===== config.mk =====
export PLATFORM = sky130hd
export DESIGN_NAME = sdes_ctrl_flat
export DESIGN_NICKNAME = d
export VERILOG_FILES = /design/src/rtl/sdes_pkg.sv /design/src/rtl/sdes_ctrl_if.sv /design/src/rtl/sdes_fk.sv /design/src/rtl/sdes_ctrl.sv /design/src/flat_wrapper.sv
export SDC_FILE = /design/constraint.sdc
export NUM_CORES = 1
export LEC_CHECK = 0
export ABC_AREA = 1
export CAP_MARGIN = 10
export CORE_MARGIN = 8
export CORE_UTILIZATION = 35
export DETAILED_ROUTE_END_ITERATION = 8
export RECOVER_POWER = 25
export REMOVE_ABC_BUFFERS = 1
export SLEW_MARGIN = 0
export SYNTH_ARGS = -nofsm -noshare
export SYNTH_HDL_FRONTEND = slang
export SYNTH_SLANG_ARGS = --single-unit

===== constraint.sdc =====
create_clock -name clk -period 2.2 [get_ports clk]
set_input_delay 0.66 -clock clk [delete_from_list [all_inputs] [get_ports clk]]
set_output_delay 0.66 -clock clk [all_outputs]
set_load 0.02 [all_outputs]

===== src/rtl/sdes_pkg.sv =====
// sdes_pkg -- shared definitions for the S-DES controller.
//   state_t            : controller FSM states
//   SUBKEY_W           : width of each round subkey
//   *_TAB              : permutation tables, 1-based positions counted from the MSB
//   p10/p8/p4/ip/ip_inv/ep, rol1/rol2, sbox : bit-level helpers built on the tables
package sdes_pkg;

    typedef enum logic [2:0] {
        ST_IDLE,
        ST_KEYGEN,
        ST_ROUND1,
        ST_ROUND2,
        ST_DONE
    } state_t;

    localparam int SUBKEY_W = 8;

    localparam int P10_TAB [10] = '{3, 5, 2, 7, 4, 10, 1, 9, 8, 6};
    localparam int P8_TAB  [8]  = '{6, 3, 7, 4, 8, 5, 10, 9};
    localparam int P4_TAB  [4]  = '{2, 4, 3, 1};
    localparam int IP_TAB  [8]  = '{2, 6, 3, 1, 4, 8, 5, 7};
    localparam int IPI_TAB [8]  = '{4, 1, 3, 5, 7, 2, 8, 6};
    localparam int EP_TAB  [8]  = '{4, 1, 2, 3, 2, 3, 4, 1};

    // Output position i (from the MSB) takes input position TAB[i] (from the MSB).
    function automatic logic [9:0] p10(input logic [9:0] x);
        logic [9:0] y;
        for (int i = 0; i < 10; i++) y[9-i] = x[10-P10_TAB[i]];
        return y;
    endfunction

    function automatic logic [SUBKEY_W-1:0] p8(input logic [9:0] x);
        logic [SUBKEY_W-1:0] y;
        for (int i = 0; i < 8; i++) y[7-i] = x[10-P8_TAB[i]];
        return y;
    endfunction

    function automatic logic [3:0] p4(input logic [3:0] x);
        logic [3:0] y;
        for (int i = 0; i < 4; i++) y[3-i] = x[4-P4_TAB[i]];
        return y;
    endfunction

    function automatic logic [7:0] ip(input logic [7:0] x);
        logic [7:0] y;
        for (int i = 0; i < 8; i++) y[7-i] = x[8-IP_TAB[i]];
        return y;
    endfunction

    function automatic logic [7:0] ip_inv(input logic [7:0] x);
        logic [7:0] y;
        for (int i = 0; i < 8; i++) y[7-i] = x[8-IPI_TAB[i]];
        return y;
    endfunction

    function automatic logic [7:0] ep(input logic [3:0] x);
        logic [7:0] y;
        for (int i = 0; i < 8; i++) y[7-i] = x[4-EP_TAB[i]];
        return y;
    endfunction

    function automatic logic [4:0] rol1(input logic [4:0] x);
        return {x[3:0], x[4]};
    endfunction

    function automatic logic [4:0] rol2(input logic [4:0] x);
        return {x[2:0], x[4:3]};
    endfunction

    // Row from the outer bits, column from the inner bits; entry 0 sits in the table MSBs.
    function automatic logic [1:0] sbox(input logic [3:0] b, input logic [31:0] t);
        logic [3:0] idx;
        idx = {b[3], b[0], b[2], b[1]};
        return t[5'd31 - {idx, 1'b0} -: 2];
    endfunction

endpackage


===== src/rtl/sdes_ctrl_if.sv =====
// sdes_ctrl_if -- request/response bundle of the S-DES controller.
//   request : in_valid, in_ready, mode, data_in, key, S0, S1
//   response: out_valid, out_ready, data_out
//   master  : requester side (testbench / upstream logic)
//   slave   : the controller
interface sdes_ctrl_if;
    logic        in_valid;
    logic        in_ready;
    logic        mode;
    logic [7:0]  data_in;
    logic [9:0]  key;
    logic [31:0] S0;
    logic [31:0] S1;
    logic        out_valid;
    logic        out_ready;
    logic [7:0]  data_out;

    modport master (
        output in_valid, mode, data_in, key, S0, S1, out_ready,
        input  in_ready, out_valid, data_out
    );

    modport slave (
        input  in_valid, mode, data_in, key, S0, S1, out_ready,
        output in_ready, out_valid, data_out
    );
endinterface


===== src/rtl/sdes_fk.sv =====
// sdes_fk -- S-DES round function fk (purely combinational).
//   blk_in  : 8-bit block {L, R}
//   subkey  : 8-bit round subkey
//   s0, s1  : packed S-box tables
//   blk_out : {L ^ F(R, subkey), R}
module sdes_fk
    import sdes_pkg::*;
(
    input  logic [7:0]          blk_in,
    input  logic [SUBKEY_W-1:0] subkey,
    input  logic [31:0]         s0,
    input  logic [31:0]         s1,
    output logic [7:0]          blk_out
);

    logic [7:0] mix;
    logic [3:0] f;

    always_comb begin
        mix     = ep(blk_in[3:0]) ^ subkey;
        f       = p4({sbox(mix[7:4], s0), sbox(mix[3:0], s1)});
        blk_out = {blk_in[7:4] ^ f, blk_in[3:0]};
    end

endmodule


===== src/rtl/sdes_ctrl.sv =====
// sdes_ctrl -- sequenced S-DES encrypt/decrypt engine, one byte per request.
//   clk    : clock, rising edge
//   reset  : synchronous, active-low
//   bus    : sdes_ctrl_if.slave (valid/ready request, valid/ready response)
//   busy   : high whenever the FSM is not in IDLE
// Build option: SDES_CTRL_KEY_CACHE_EN keeps the last key's subkeys so a request
// with the same key skips KEYGEN.
//
//   state  | meaning
//   IDLE   | waiting for a request, in_ready high
//   KEYGEN | derive K1/K2 from the registered key
//   ROUND1 | IP, fk with first subkey, swap halves
//   ROUND2 | fk with second subkey, IP-inverse into data_out
//   DONE   | result held until out_ready
module sdes_ctrl
    import sdes_pkg::*;
(
    input  logic        clk,
    input  logic        reset,
    sdes_ctrl_if.slave  bus,
    output logic        busy
);

    state_t state, state_nxt;

    logic                accept;
    logic                cache_hit;
    logic [7:0]          data_r;
    logic [9:0]          key_r;
    logic                mode_r;
    logic [31:0]         s0_r;
    logic [31:0]         s1_r;
    logic [SUBKEY_W-1:0] k1, k2;
    logic [SUBKEY_W-1:0] k1_n, k2_n;
    logic [7:0]          blk;
    logic [7:0]          dout;
    logic [7:0]          fk_in;
    logic [SUBKEY_W-1:0] fk_key;
    logic [7:0]          fk_out;
    logic [9:0]          key_p10;
    logic [4:0]          lh1, rh1;

    assign accept = bus.in_valid && bus.in_ready;

`ifdef SDES_CTRL_KEY_CACHE_EN
    // key_r still holds the last accepted key here; cache_vld says K1/K2 belong to it.
    logic cache_vld;
    assign cache_hit = cache_vld && (bus.key == key_r);
`else
    assign cache_hit = 1'b0;
`endif

    always_ff @(posedge clk) begin
        if (!reset) state <= ST_IDLE;
        else        state <= state_nxt;
    end

    always_comb begin
        state_nxt     = state;
        bus.in_ready  = 1'b0;
        bus.out_valid = 1'b0;
        busy          = 1'b1;
        case (state)
            ST_IDLE: begin
                bus.in_ready = 1'b1;
                busy         = 1'b0;
                if (bus.in_valid) state_nxt = cache_hit ? ST_ROUND1 : ST_KEYGEN;
            end
            ST_KEYGEN: state_nxt = ST_ROUND1;
            ST_ROUND1: state_nxt = ST_ROUND2;
            ST_ROUND2: state_nxt = ST_DONE;
            ST_DONE: begin
                bus.out_valid = 1'b1;
                if (bus.out_ready) state_nxt = ST_IDLE;
            end
            default: state_nxt = ST_IDLE;
        endcase
    end

    always_comb begin
        key_p10 = p10(key_r);
        lh1     = rol1(key_p10[9:5]);
        rh1     = rol1(key_p10[4:0]);
        k1_n    = p8({lh1, rh1});
        k2_n    = p8({rol2(lh1), rol2(rh1)});
    end

    // The single fk instance: ROUND1 works on IP(data), ROUND2 on the swapped block.
    // Decrypt simply reverses the subkey order.
    always_comb begin
        if (state == ST_ROUND1) begin
            fk_in  = ip(data_r);
            fk_key = mode_r ? k2 : k1;
        end else begin
            fk_in  = blk;
            fk_key = mode_r ? k1 : k2;
        end
    end

    sdes_fk u_fk (
        .blk_in  (fk_in),
        .subkey  (fk_key),
        .s0      (s0_r),
        .s1      (s1_r),
        .blk_out (fk_out)
    );

    always_ff @(posedge clk) begin
        if (!reset) begin
            data_r <= '0;
            key_r  <= '0;
            mode_r <= 1'b0;
            s0_r   <= '0;
            s1_r   <= '0;
            k1     <= '0;
            k2     <= '0;
            blk    <= '0;
            dout   <= '0;
        end else begin
            if (accept) begin
                data_r <= bus.data_in;
                key_r  <= bus.key;
                mode_r <= bus.mode;
                s0_r   <= bus.S0;
                s1_r   <= bus.S1;
            end
            if (state == ST_KEYGEN) begin
                k1 <= k1_n;
                k2 <= k2_n;
            end
            if (state == ST_ROUND1) blk  <= {fk_out[3:0], fk_out[7:4]};
            if (state == ST_ROUND2) dout <= ip_inv(fk_out);
        end
    end

`ifdef SDES_CTRL_KEY_CACHE_EN
    always_ff @(posedge clk) begin
        if (!reset)                   cache_vld <= 1'b0;
        else if (state == ST_KEYGEN)  cache_vld <= 1'b1;
        else if (accept && !cache_hit) cache_vld <= 1'b0;
    end
`endif

    assign bus.data_out = dout;

endmodule


===== src/flat_wrapper.sv =====
// flat-port wrapper written by rule: the top's interface ports become plain ports
module sdes_ctrl_flat import sdes_pkg::*;
  (clk, reset, busy, bus_in_valid, bus_mode, bus_data_in, bus_key, bus_S0, bus_S1, bus_out_ready, bus_in_ready, bus_out_valid, bus_data_out);
  sdes_ctrl_if bus_i ();
  input  logic clk;
  input  logic reset;
  output logic busy;
  input wire logic [$bits(bus_i.in_valid)-1:0] bus_in_valid;
  input wire logic [$bits(bus_i.mode)-1:0] bus_mode;
  input wire logic [$bits(bus_i.data_in)-1:0] bus_data_in;
  input wire logic [$bits(bus_i.key)-1:0] bus_key;
  input wire logic [$bits(bus_i.S0)-1:0] bus_S0;
  input wire logic [$bits(bus_i.S1)-1:0] bus_S1;
  input wire logic [$bits(bus_i.out_ready)-1:0] bus_out_ready;
  output wire logic [$bits(bus_i.in_ready)-1:0] bus_in_ready;
  output wire logic [$bits(bus_i.out_valid)-1:0] bus_out_valid;
  output wire logic [$bits(bus_i.data_out)-1:0] bus_data_out;
  assign bus_i.in_valid = bus_in_valid;
  assign bus_i.mode = bus_mode;
  assign bus_i.data_in = bus_data_in;
  assign bus_i.key = bus_key;
  assign bus_i.S0 = bus_S0;
  assign bus_i.S1 = bus_S1;
  assign bus_i.out_ready = bus_out_ready;
  assign bus_in_ready = bus_i.in_ready;
  assign bus_out_valid = bus_i.out_valid;
  assign bus_data_out = bus_i.data_out;
  sdes_ctrl u_core (.clk(clk), .reset(reset), .bus(bus_i), .busy(busy));
endmodule

Fig. 1: run 1, clock nets
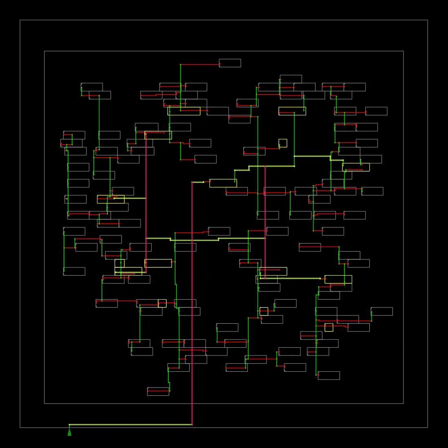
Fin Clk Skew: 7.59 ps
clk sink count: 112
Layout clock buffers: 9

Fig. 2: run 1, a small window of the routed layout
Region (94, 94) to (114, 114) um. Cells in grey, sequential cells in the stronger grey; small squares are vias.
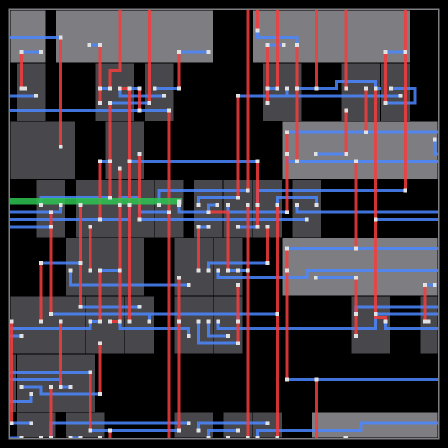
green -> metal 3
red -> metal 2
blue -> metal 1
sequential cells in the window = 4
most frequent = nand2_1 (9)
netlist names of flops here include = u_core.s1_r (4)
cells with their middle in the window = 29

==> reports/summary.log, run 1 <==
qor: global_routing.groute.layer.met3.usage 2.95%
qor: cells_and_area.non_clk_invs 99
qor: yosys.synthesis.area 0.00524 mm2
qor: placement.dp_slack 111 ps
qor: clocking.ctsResizeCount 4
qor: floorplan.die-area 0.0192 mm2
qor: job.timing.max_cap.violations 0
qor: global_routing.grt_start_max_net_pins 67
qor: pwr.power.ir.vdd_worst 0.432 mV
qor: sta.finalWorstSetupSlack 92.3 ps
qor: drt.route.detailed.wl_per_inst 13.1 um
qor: yosys.logic_family simple AND/OR/NAND/NOR gates
qor: drt.antenna_violating_nets_left 0
qor: placement.placed_cell_area 0.00671 mm2
qor: global_routing.groute.layer.met2.usage 22.6%
qor: outcome.run_status complete, no violations
qor: sta.period_used_share 95.8%
qor: cells_and_area.area.share.sequential 31.3%
qor: drt.route.met3.wl 417 um
qor: cells_and_area.layout_top_cells nand2_1 (132), dfxtp_1 (109), a21oi_1 (102)
qor: yosys.dominantRegCellSynth dfxtp_1
qor: global_routing.grt_most_used_layer met2
qor: drt.drt_pass1_iterations 4
Fig. 3: run 1, wires at chosen ports, followed through buffers
Drawn at 3 px/um.
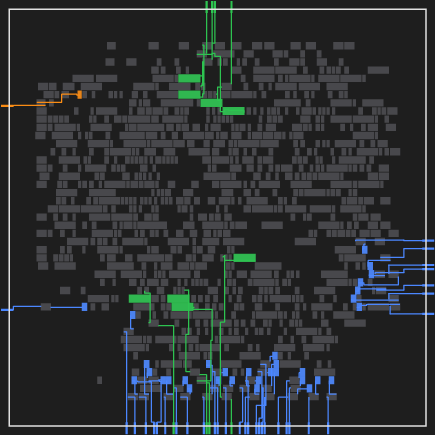
blue -> bus_S0  # direction input, end cells 32, buffers 32, wire 667 um
orange -> bus_in_ready  # direction output, end cells 1, buffers 1, wire 28.8 um
green -> bus_data_out  # direction output, end cells 8, buffers 8, wire 361 um

==> run 1: report_power, final <==
group / switching, mW / internal [mW]
clock network: 0.756 / 0.881
registers: 0.0621 / 2.21
logic: 1.04 / 0.796
==> run 1: worst paths after layout <==
check                                startpoint               to  cells past startpoint
worst min-delay path            u_core.s1_r[10]  u_core.s1_r[10]                      2
worst max-delay path            u_core.state[1]     bus_in_ready                      5
worst max register to register  u_core.state[0]    u_core.blk[1]                     14
worst min register to register  u_core.s1_r[10]  u_core.s1_r[10]                      2
==> run 1: critical path: stages (launching register included) <==
cell           delay (ps)
dfxtp_2               380
buf_4                 160
nor2_1                 50
nand2_1                90
clkinv_1               90
dlygate4sd2_1         330
==> run 1 -> run 2 <==
--- a/config.mk
+++ b/config.mk
@@ -9,6 +9,7 @@
 export CAP_MARGIN = 10
 export CORE_MARGIN = 8
 export CORE_UTILIZATION = 35
+export CTS_CLUSTER_SIZE = 28
 export DETAILED_ROUTE_END_ITERATION = 8
 export RECOVER_POWER = 25
 export REMOVE_ABC_BUFFERS = 1
Fig. 4: run 2, a small window of the routed layout
Region (94, 94) to (114, 114) um. Cells in grey, sequential cells in the stronger grey; small squares are vias.
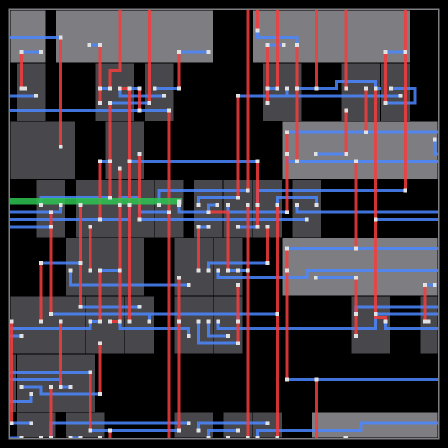
red -> metal 2
green -> metal 3
blue -> metal 1
most frequent = nand2_1 (9)
sequential cells in the window = 4
cells with their middle in the window = 29
netlist names of flops here include = u_core.s1_r (4)

==> run 2 against run 1 <==
- clock skew is the same
- sequential cell count did not move
- utilization unchanged
- synthesized cell count is the same
- routed wire length unchanged
- sequential power barely moved
- global-route usage did not move
- design area unchanged
- sequential share of layout area did not move
- worst setup slack is the same
- count of clock-buffer cells in the layout is the same
- largest power group unchanged
==> reports/summary.log, run 2 <==
qor: cells_and_area.layout_top_cells nand2_1 (132), dfxtp_1 (109), a21oi_1 (102)
qor: worst_setup_path.cpMaxStageDelayCell dfxtp_2
qor: cells_and_area.clock_buffers 9 [unchanged]
qor: drt.antenna_violating_nets_left 0 [unchanged]
qor: global_routing.grt_start_max_net_pins 67 [unchanged]
qor: pwr.power.ir.vdd_worst 0.432 mV [unchanged]
qor: yosys.synth_area_per_cell 7.01 um2
qor: placement.buffer_ports.inserted 97
qor: worst_setup_path.timing.critical_path.buf_inv 3 [unchanged]
qor: worst_hold_path.min_delay_worst_endpoint u_core.s1_r[10]
qor: global_routing.gr_util_all_layers 14.4%
qor: sta.final.setup_skew 7.59 ps [unchanged]
qor: worst_setup_path.critical_path.cell_chain buf_4 > nor2_1 > nand2_1 > clkinv_1 > dlygate4sd2_1
qor: yosys.synthAoiAreaFrac 19.3%
qor: worst_setup_path.timing_startpoint_of_the_critical_path u_core.state[1]
qor: cells_and_area.area.share.sequential 31.3% [unchanged]
qor: worst_hold_path.holdCritStartpoint u_core.s1_r[10]
qor: yosys.unique_cell_types 27
qor: yosys.yosys-top-cells-area dfxtp_1 (43%), nand2_1 (10%), a21oi_1 (9.9%)
qor: global_routing.grt_most_used_layer met2
qor: yosys.synthesis.area 0.00524 mm2 [unchanged]
qor: job.timing.max_cap.violations 0 [unchanged]
qor: yosys.synth.area.mux_share 0%
qor: worst_setup_path.path_depth 5 [unchanged]
qor: sta.period_used_share 95.8% [unchanged]
qor: worst_setup_path.critical_path.reg2reg.startpoint u_core.state[0]
qor: drt.route.met3.wl 417 um [unchanged]
qor: sta.timing.setup.tns 0 ps
qor: global_routing.groute.layer.met3.usage 2.95% [unchanged]
qor: drt.route.detailed.wl_per_inst 13.1 um [unchanged]
qor: yosys.ff_latch_count_synth 112
qor: cells_and_area.non_clk_invs 99 [unchanged]
qor: worst_setup_path.crit-reg2reg-capture u_core.blk[1]
qor: outcome.run_status complete, no violations
qor: drt.drt_pass1_iterations 4 [unchanged]
qor: yosys.logic_family simple AND/OR/NAND/NOR gates
qor: worst_setup_path.worst_r2r_path_depth 14 [unchanged]
qor: yosys.synthSimpleGateAreaFrac 25.4%
qor: floorplan.die-area 0.0192 mm2 [unchanged]
qor: global_routing.groute.layer.met2.usage 22.6% [unchanged]
qor: worst_setup_path.path_delay_family buffers and inverters
qor: worst_hold_path.hold-path-cell-count 2 [unchanged]
qor: clocking.cts_tree built
qor: yosys.dominantRegCellSynth dfxtp_1
[run 2: cell counts after synthesis]
Identical to the previous run, type by type.
[run 2: power breakdown]
part	internal [mW]	total [mW]	switching [mW]
registers	2.21	2.27	0.0621
clock network	0.881	1.64	0.756
logic	0.796	1.83	1.04
[run 2: what timing repair did]
| action | 4_1_cts | 5_1_grt |
|---|---|---|
| pin swaps | 0 | 12 |
| hold buffers | 0 | 0 |
| gates resized | 4 | 44 |
| buffers inserted | 0 | 3 |
| setup endpoints to repair | 3 | 10 |
[run 2: stage by stage]
| stage | setup slack, ps | area (um2) |
|---|---|---|
| after floorplan | -1640 | 5030 |
| after global placement | 131 | 6710 |
| after detailed placement | 111 | 6710 |
| after CTS | 14.9 | 7010 |
| after global routing | -16.9 | 7190 |
| final | 92.3 | 7190 |
Fig. 5: run 2, signal wires by layer
Drawn at 4 px/um. Two of the layers only.
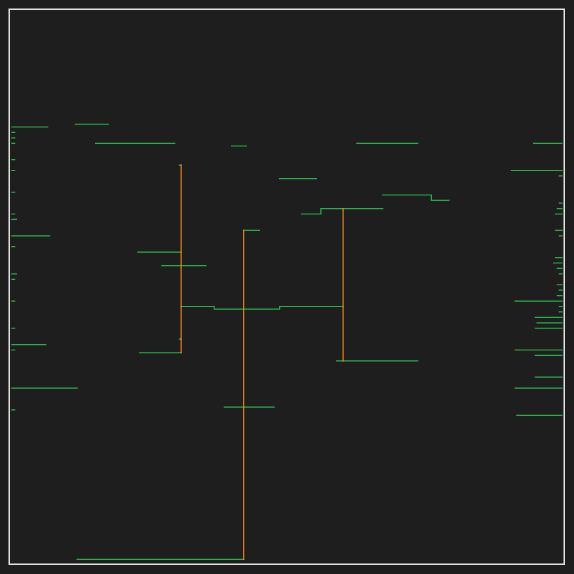

==> run 2 -> run 3 <==
--- a/config.mk
+++ b/config.mk
@@ -6,9 +6,11 @@
 export NUM_CORES = 1
 export LEC_CHECK = 0
 export ABC_AREA = 1
+export ABC_CLOCK_PERIOD_IN_PS = 2200
 export CAP_MARGIN = 10
+export CORE_ASPECT_RATIO = 0.6
 export CORE_MARGIN = 8
-export CORE_UTILIZATION = 35
+export CORE_UTILIZATION = 38
 export CTS_CLUSTER_SIZE = 28
 export DETAILED_ROUTE_END_ITERATION = 8
 export RECOVER_POWER = 25
Fig. 6: run 3, signal wires by layer
Drawn at 3 px/um. Two of the layers only.
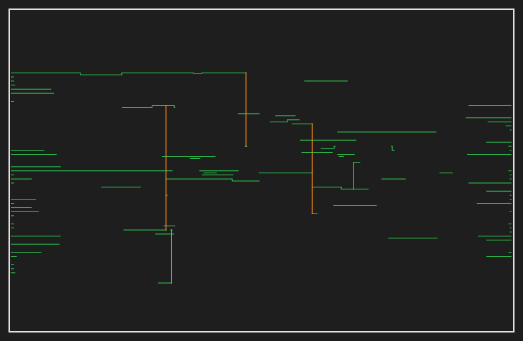
orange -> metal 4  # wire length 122 um
green -> metal 3  # wire length 756 um

==> run 3 against run 2 <==
- highest routed layer unchanged
- die size is 6.4% lower
- power is 3.8% higher
- maximum frequency is 3.3% lower
- critical endpoint is now u_core.blk[1]
- sequential share of layout area is 0.075 points lower
- hold slack worse by 1.5 ps
- register-to-register slack worse by 90 ps
- largest cell class unchanged
- critical path type is now reg2reg
- critical path depth is 9 higher
==> reports/summary.log, run 3 <==
qor: outcome.run_status complete, no violations
qor: cells_and_area.final_cell_area 0.00721 mm2 [+0.30%]
qor: sta.final.setup_skew 7.71 ps [+0.116 ps]
qor: clocking.cts.repair_timing.setup_buffer_count 0 [unchanged]
qor: sta.period_used_share 99.1% [+3.3 points]
qor: global_routing.gr_util_all_layers 15.8% [+1.4 points]
qor: yosys.unique_cell_types 27 [unchanged]
qor: yosys.yosys-top-cells-area dfxtp_1 (43%), nand2_1 (10%), a21oi_1 (9.9%)
qor: worst_setup_path.critical_path.cell_chain nor2_4 > nand2_4 > buf_6 > xor2_4 > nand2_1 > o21ai_2 > xor2_2 > buf_6 > inv_4 > nand3_4 > nand2_2 > nand2_2 > nand3_2 > a21oi_1
qor: placement.buffer_ports.inserted 97 [unchanged]
qor: job.timing.max_cap.violations 0 [unchanged]
qor: global_routing.grt_start_max_net_pins 57 [-15%]
qor: drt.antenna_violating_nets_left 0 [unchanged]
qor: yosys.ff_latch_count_synth 112 [unchanged]
qor: sta.finalWorstSetupSlack 20.5 ps [-71.9 ps]
qor: worst_setup_path.path_depth 14 [+9]
qor: cells_and_area.layout_top_cells nand2_1 (125), dfxtp_1 (108), a21oi_1 (104)
qor: global_routing.groute.layer.met3.usage 4.40% [+1.5 points]
qor: worst_setup_path.timing_startpoint_of_the_critical_path u_core.state[0]
qor: global_routing.groute.layer.met2.usage 24.5% [+1.8 points]
qor: drt.route.detailed.wl_per_inst 14.4 um [+10%]
qor: worst_setup_path.path_delay_family simple AND/OR/NAND/NOR gates
qor: cells_and_area.non_clk_invs 99 [unchanged]
qor: yosys.synth_area_per_cell 7.01 um2 [unchanged]
qor: drt.route.met3.wl 755 um [+81%]
qor: global_routing.grt_most_used_layer met2
qor: pwr.power.ir.vdd_worst 0.390 mV [-9.7%]
qor: worst_setup_path.worst_r2r_path_depth 14 [unchanged]
qor: worst_hold_path.min_delay_worst_endpoint u_core.s0_r[19]
qor: clocking.ctsResizeCount 4 [unchanged]
qor: yosys.synthesis.area 0.00524 mm2 [unchanged]
qor: worst_hold_path.hold-path-cell-count 2 [unchanged]
qor: worst_setup_path.timing.critical_path.buf_inv 3 [unchanged]
## run 3: cell counts after synthesis
No cell type changed its count.
## run 3: logic make-up after synthesis
| family | count (synthesis) | share of synthesized area [%] |
|---|---|---|
| AOI/OAI and AO/OA | 201 | 19.3 |
| xor gates and xnor gates | 5 | 1.48 |
| buffers and inverters | 139 | 11.0 |
| DFF | 112 | 42.8 |
| and+or+nand+nor | 291 | 25.4 |
## run 3: report_power, final
| group | switching [mW] | internal (mW) | leakage (nW) |
|---|---|---|---|
| combinational | 1.16 | 0.803 | 1.90 |
| sequential | 0.0671 | 2.21 | 0.924 |
| clock | 0.728 | 0.995 | 0.143 |
| total | 1.95 | 4.01 | 2.97 |

==> gallery <==
The metal 2 layer.
image #1
Drawn at 3 px/um. Cells faint in the background.
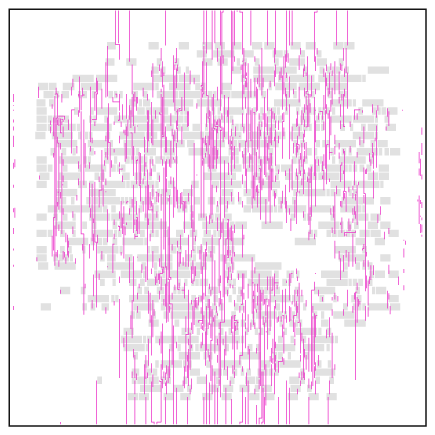
image #2
Drawn at 2 px/um. Cells faint in the background.
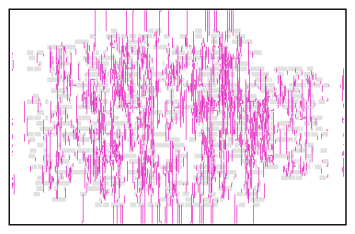
run 1: image #1
run 3: image #2

No activity file was given, so power comes from the tool's default toggle rates.
